Fig. 1: pin map
Scale: 6 px per µm. Pins as bars across the die edge, other pins in gray.
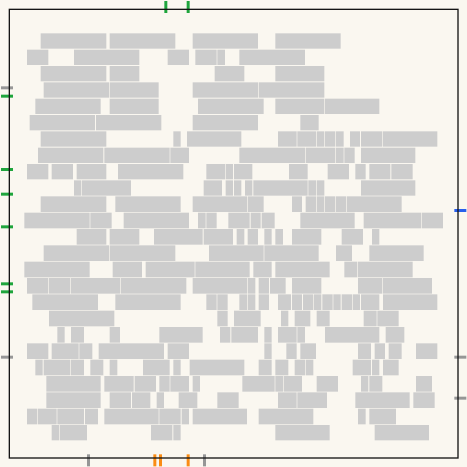
Fig. 2: gate families picked out
Scale: 6 px per µm.
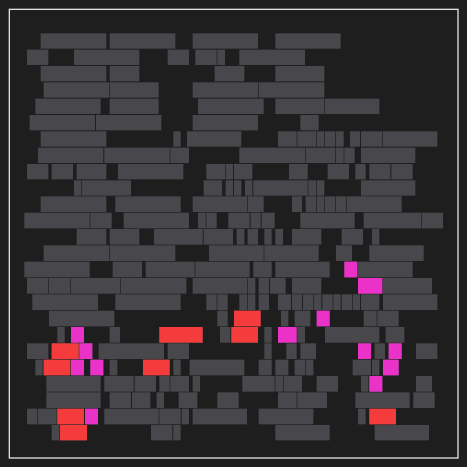
Fig. 3: port wiring
Scale: 4 px per µm.
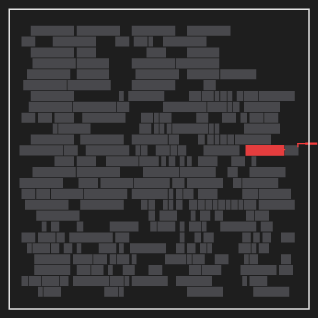
Fig. 4: cells by drive strength
Scale: 6 px per µm.
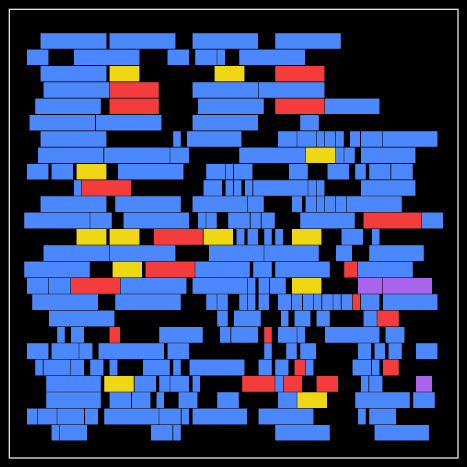
Fig. 5: placement view
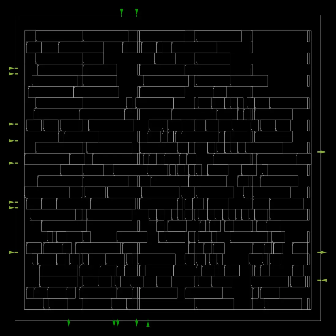
`config.mk`:
```
export PLATFORM = sky130hd
export DESIGN_NAME = uart_tx_fifo
export DESIGN_NICKNAME = d
export VERILOG_FILES = /design/src/rtl/uart_tx_fifo.sv
export SDC_FILE = /design/constraint.sdc
export NUM_CORES = 1
export LEC_CHECK = 0
export CORE_MARGIN = 2
export CORE_UTILIZATION = 55
export CTS_CLUSTER_DIAMETER = 80
export CTS_CLUSTER_SIZE = 12
export DETAILED_ROUTE_END_ITERATION = 10
export PLACE_DENSITY_LB_ADDON = 0.08
export SETUP_SLACK_MARGIN = 0.5
export SYNTH_ARGS = -nofsm -noshare
export SYNTH_HDL_FRONTEND = slang
export SYNTH_SLANG_ARGS = --single-unit
```
`constraint.sdc`:
```
create_clock -name clk_tx -period 7.8 [get_ports clk_tx]
set_clock_uncertainty 0.1 [all_clocks]
set_input_delay 0.78 -clock clk_tx [delete_from_list [all_inputs] [get_ports clk_tx]]
set_output_delay 0.78 -clock clk_tx [all_outputs]
set_load 0.01 [all_outputs]
```
`src/rtl/uart_tx_fifo.sv`:
```
// uart_tx_fifo: FIFO-buffered UART transmitter with configurable word
// size, parity, stop bits and bit period.
module uart_tx_fifo #(
  parameter int DATA_BITS    = 8,
  parameter int PARITY_MODE  = 1,
  parameter int STOP_BITS    = 1,
  parameter int CLKS_PER_BIT = 16,
  parameter int FIFO_DEPTH   = 4
) (
  input  logic                          clk_tx,
  input  logic                          rst_n,
  input  logic [DATA_BITS-1:0]          data_in,
  input  logic                          data_valid,
  output logic                          data_ready,
  input  logic                          tx_en,
  output logic                          tx_out,
  output logic                          tx_busy,
  output logic [$clog2(FIFO_DEPTH):0]   fifo_count
);

  localparam int AW = $clog2(FIFO_DEPTH);
  localparam int CW = AW + 1;
  localparam int TW = $clog2(CLKS_PER_BIT);

  localparam logic [TW-1:0] TLAST = TW'(CLKS_PER_BIT - 1);
  localparam logic [3:0]    DLAST = 4'(DATA_BITS - 1);
  localparam logic [3:0]    SLAST = 4'(STOP_BITS - 1);
  localparam logic [CW-1:0] FULLC = CW'(FIFO_DEPTH);

  localparam logic [2:0] S_IDLE   = 3'd0;
  localparam logic [2:0] S_START  = 3'd1;
  localparam logic [2:0] S_DATA   = 3'd2;
  localparam logic [2:0] S_PARITY = 3'd3;
  localparam logic [2:0] S_STOP   = 3'd4;

  logic [DATA_BITS-1:0] mem_q [FIFO_DEPTH];

  logic [AW-1:0]        wr_ptr_q, wr_ptr_d;
  logic [AW-1:0]        rd_ptr_q, rd_ptr_d;
  logic [CW-1:0]        count_q, count_d;
  logic [2:0]           state_q, state_d;
  logic [TW-1:0]        tick_q, tick_d;
  logic [3:0]           idx_q, idx_d;
  logic [DATA_BITS-1:0] shift_q, shift_d;
  logic                 par_q, par_d;
  logic                 tx_q, tx_d;

  logic                 full, empty, push, pop;
  logic                 bit_end, frame_end;
  logic [DATA_BITS-1:0] head;

  always_comb begin
    full      = (count_q == FULLC);
    empty     = (count_q == '0);
    push      = data_valid && !full;
    bit_end   = (tick_q == TLAST);
    frame_end = (state_q == S_STOP) && bit_end && (idx_q == SLAST);
    pop       = tx_en && !empty &&
                ((state_q == S_IDLE) || frame_end);
    head      = mem_q[rd_ptr_q];
  end

  always_comb begin
    wr_ptr_d = push ? wr_ptr_q + 1'b1 : wr_ptr_q;
    rd_ptr_d = pop  ? rd_ptr_q + 1'b1 : rd_ptr_q;
    count_d  = count_q;
    unique case ({push, pop})
      2'b10:   count_d = count_q + 1'b1;
      2'b01:   count_d = count_q - 1'b1;
      default: count_d = count_q;
    endcase
  end

  always_comb begin
    state_d = state_q;
    idx_d   = idx_q;
    shift_d = shift_q;
    par_d   = par_q;
    tick_d  = ((state_q == S_IDLE) || bit_end) ? '0 : tick_q + 1'b1;
    unique case (state_q)
      S_IDLE: ;
      S_START: begin
        if (bit_end) begin
          state_d = S_DATA;
          idx_d   = '0;
        end
      end
      S_DATA: begin
        if (bit_end) begin
          shift_d = shift_q >> 1;
          if (idx_q == DLAST) begin
            state_d = (PARITY_MODE != 0) ? S_PARITY : S_STOP;
            idx_d   = '0;
          end else begin
            idx_d = idx_q + 1'b1;
          end
        end
      end
      S_PARITY: begin
        if (bit_end) begin
          state_d = S_STOP;
          idx_d   = '0;
        end
      end
      S_STOP: begin
        if (bit_end) begin
          if (idx_q == SLAST) state_d = S_IDLE;
          else idx_d = idx_q + 1'b1;
        end
      end
      default: state_d = S_IDLE;
    endcase
    // A pop on the last stop cycle chains straight into the next start bit.
    if (pop) begin
      state_d = S_START;
      tick_d  = '0;
      idx_d   = '0;
      shift_d = head;
      par_d   = (PARITY_MODE == 2) ? ~^head : ^head;
    end
  end

  always_comb begin
    unique case (state_d)
      S_START:  tx_d = 1'b0;
      S_DATA:   tx_d = shift_d[0];
      S_PARITY: tx_d = par_d;
      default:  tx_d = 1'b1;
    endcase
  end

  always_ff @(posedge clk_tx) begin
    if (push) mem_q[wr_ptr_q] <= data_in;
  end

  always_ff @(posedge clk_tx or negedge rst_n) begin
    if (!rst_n) begin
      wr_ptr_q <= '0;
      rd_ptr_q <= '0;
      count_q  <= '0;
      state_q  <= S_IDLE;
      tick_q   <= '0;
      idx_q    <= '0;
      shift_q  <= '0;
      par_q    <= 1'b0;
      tx_q     <= 1'b1;
    end else begin
      wr_ptr_q <= wr_ptr_d;
      rd_ptr_q <= rd_ptr_d;
      count_q  <= count_d;
      state_q  <= state_d;
      tick_q   <= tick_d;
      idx_q    <= idx_d;
      shift_q  <= shift_d;
      par_q    <= par_d;
      tx_q     <= tx_d;
    end
  end

  assign tx_out     = tx_q;
  assign tx_busy    = (state_q != S_IDLE);
  assign data_ready = !full;
  assign fifo_count = count_q;

endmodule
```
==> flow_summary_export.csv <==
group,metric,value,unit
power_and_ir_drop,p_sw_share,33.2,%
sta,fin_crit_sh,39.2,%
drt,viasPerCell,5.48,
finish,drive_gt1_share,14.9,%
finish,lay_top_count,"edfxtp_1",
global_routing,use_met3,6.50,%
clocking,cts_tree,"yes",
yosys,ys_area,2740,µm²
clocking,cts_sinks,60,
critical_path,startpoint_type,"flip-flop",
critical_path,worstPathRequired,7.96,ns
power_and_ir_drop,pwr-share-comb,34.0,%
yosys,synth-async-reset-ratio,46.7,%
floorplanning,chipWidth,74.5,µm
global_routing,grt_pass1_wl,7710,µm
yosys,synth-edff-count,32,
yosys,syn_inst,201,
sta,max_freq,0.327,GHz
clocking,htreeDepth,3,
yosys,most_common_cell,"edfxtp_1",
drt,vias,1616,
critical_path,crit_family,"adder cells",
power_and_ir_drop,internal_power,0.000791,W
place,gp_congestion,0.862,
clocking,cts_buffer_depth,2,
drt,drtIter0Drc,129,
yosys,yosysWarnings,0,
drt,met2WireLength,2300,µm
drt,drt-total-wl,4640,µm
sta,relSlewSlack,58.9,%
critical_path,crit_fanout,23,
sta,setup_tns,0,ns
sta,finalHoldViolations,0,
finish,fin_cells,295,
finish,diodes,0,
global_routing,antenna_found_initial,0,
global_routing,grt_use_total,19.4,%
power_and_ir_drop,p_leak,1.25,nW
drt,drtPass1Iterations,4,
place,place_ws,4.67,ns
power_and_ir_drop,pwr-share-clk,21.4,%
clocking,cts_resized,0,
yosys,netlist.area_leader.share,35.1,%
yosys,ys_types,42,
critical_path,slowest_stage,"dfrtp_1",
critical_path,critical_path_class,"reg2reg",
finish,lay_top_cells,"edfxtp_1 (32), dfrtp_1 (27), nand2_1 (18)",
yosys,synthesis.area,2740,µm²
floorplanning,initial_core_util,57.6,%
place,place_area,2940,µm²
global_routing,grt_max_degree,29,
run,maxCapViolCount,0,
critical_path,cp.arrival,3.22,ns
yosys,seq_area_frac_synth,60.8,%
clocking,holdBufCountCts,0,
sta,grt_setup_unrepaired,"no",
place,place_hpwl,3280,µm
power_and_ir_drop,vdd_drop_max,0.218,mV
yosys,area_leaders,"edfxtp_1 (35%), dfrtp_1 (25%), mux4_2 (6.6%)",
place,placed_cells,279,
sta,fin_crit,3.06,ns
drt,wl_met1,2080,µm
clocking,root_buffer,"clkbuf_8",
place,io_buffers,17,
finish,ff_latch_area,1660,µm²
clocking,path_clk_slew,0.06,ns
drt,drc,0,
clocking,clkLatencyLatePin,0.34,ns
yosys,top_area_cell,"edfxtp_1",
yosys,syn_area_per_cell,13.6,µm²
finish,design_area,3130,µm²
global_routing,met2_usage,30.8,%
sta,finalWorstSetupSlack,4.74,ns
sta,tightest_slew,0.617,ns
finish,nets,244,
global_routing,grt-ovfl-total,0,
critical_path,worstSetupEndpointType,"flip-flop",
floorplanning,fp.dieH,74.5,µm
sta,slew_violations,0,
outcome,status,"completed",
clocking,post_cts_buffers,0,
drt,routedWlPerCell,15.7,µm
finish,layout.area.comb,975,µm²
global_routing,grt.busiest_layer,"met2",
yosys,flop_cell,"edfxtp_1",
drt,ant_nets,0,
power_and_ir_drop,p_seq_share,44.6,%
run,tool_warnings,30,
floorplanning,die_area,5560,µm²
yosys,ys_seq_elements,60,
critical_path,crit_buf_inv,3,
global_routing,grt_pass1_vias,1674,
sta,whs,0.368,ns
global_routing,gr-usage-met1,24.5,%
power_and_ir_drop,power.switching,0.000393,W
finish,area_growth,14.3,%
drt,dr_wl_met3,181,µm
yosys,synthesis.nets,222,
critical_path,crit_path_max_incr_delay,0.41,ns
power_and_ir_drop,powerDensity,379,nW/µm²
critical_path,worstPathCellList,"inv_1 -> ha_1 -> or3b_1 -> o21ai_2 -> o2111ai_2 -> inv_2 -> ha_1 -> inv_1 -> fa_1 -> xor2_1 -> nor2_1 -> xor2_1",
floorplanning,io_pins,18,
hold_path,hp-class,"reg2reg",
drt,topRoutingLayerUsed,"met4",
clocking,numCtsBuffers,9,
yosys,top_cells_by_count,"edfxtp_1 (32), dfrtp_1 (27), nand2_1 (18), xnor2_1 (12)",
yosys,yosys_cells,201,
power_and_ir_drop,p_total,0.00118,W
sta,setup_violations,0,
## Picture notes: Fig. 1
| port | color | pins | direction | edge |
|---|---|---|---|---|
| `fifo_count` | orange | 3 | output | bottom |
| `tx_out` | blue | 1 | output | right |
| `data_in` | green | 8 | input | 6 left, 2 top |

## Picture notes: Fig. 2
| family | color | cells | most used |
|---|---|---|---|
| and/or cells | magenta | 13 | and3_1 |
| fa/ha/maj cells | red | 9 | ha_1 |

## Picture notes: Fig. 3
| port | color | bits | direction | edge | end cells | wire |
|---|---|---|---|---|---|---|
| `tx_out` | red | 1 | output | right | 1 | 3.40 µm |

## Picture notes: Fig. 4
| size | color | cells |
|---|---|---|
| x3 and x4 | purple | 3 |
| x2 | red | 19 |
| x1 and smaller | blue | 194 |
| x6 and larger | yellow | 12 |

## Picture notes: Fig. 5
final core occ: 65.8%
tap cell count: 67
Core Region: 4750 µm²
final-layout fill cell count: 372
FP Rows: 25

## flip-flops by register name, indices dropped and copies added (netlist names)
name / count
mem_q: 32
shift_q: 8
idx_q: 4
tick_q: 4
fifo_count: 3
state_q: 3
rd_ptr_q: 2
wr_ptr_q: 2
par_q: 1
tx_out: 1
## worst paths after layout
path                                      startpoint  cells past startpoint                         to  slack, ns
worst max-delay path            idx_q[0]$_DFFE_PN0P_                     12  fifo_count[2]$_DFFE_PN0P_       4.74
worst min-delay path             tick_q[0]$_DFF_PN0_                      1        tick_q[0]$_DFF_PN0_       0.37
worst max register to register  idx_q[0]$_DFFE_PN0P_                     12  fifo_count[2]$_DFFE_PN0P_       4.74
worst min register to register   tick_q[0]$_DFF_PN0_                      1        tick_q[0]$_DFF_PN0_       0.37
max in group asynchronous                      rst_n                      2           tx_out$_DFF_PN1_       6.57
min in group asynchronous                      rst_n                      2  fifo_count[2]$_DFFE_PN0P_       0.73
## final cells by class
class	instances	area share [%]
clock buffers	14	5.52
multi-input cells	122	31.2
well taps	67	2.68
flip-flops and latches	60	53.2
inverters	12	1.44
repair buffers	18	5.68
clock inverters	2	0.320
## power groups by stage
stage | clock [W] | sequential (W) | combinational, W
global placement | 0 | 0.000528 | 0.000391
finish | 0.000253 | 0.000528 | 0.000403
global route | 0.000269 | 0.000544 | 0.000450
CTS | 0.000259 | 0.000530 | 0.000411
detailed placement | 0 | 0.000536 | 0.000408
floorplan | 0 | 0.000496 | 0.000335
## kinds of logic (layout without fill, tap and decap cells)
family	count (synthesis)	in the layout	share of synthesized area, %
AND-OR/OR-AND	24	24	5.58
XOR/XNOR	16	16	5.12
adder cells (fa/ha/maj)	9	9	4.39
buffers and inverters	19	46	3.61
flip-flops	60	60	60.8
multiplexers	16	16	9.97
AND/OR/NAND/NOR	57	57	10.6
Power figures rest on the tool's default switching activity, not on a simulated workload.
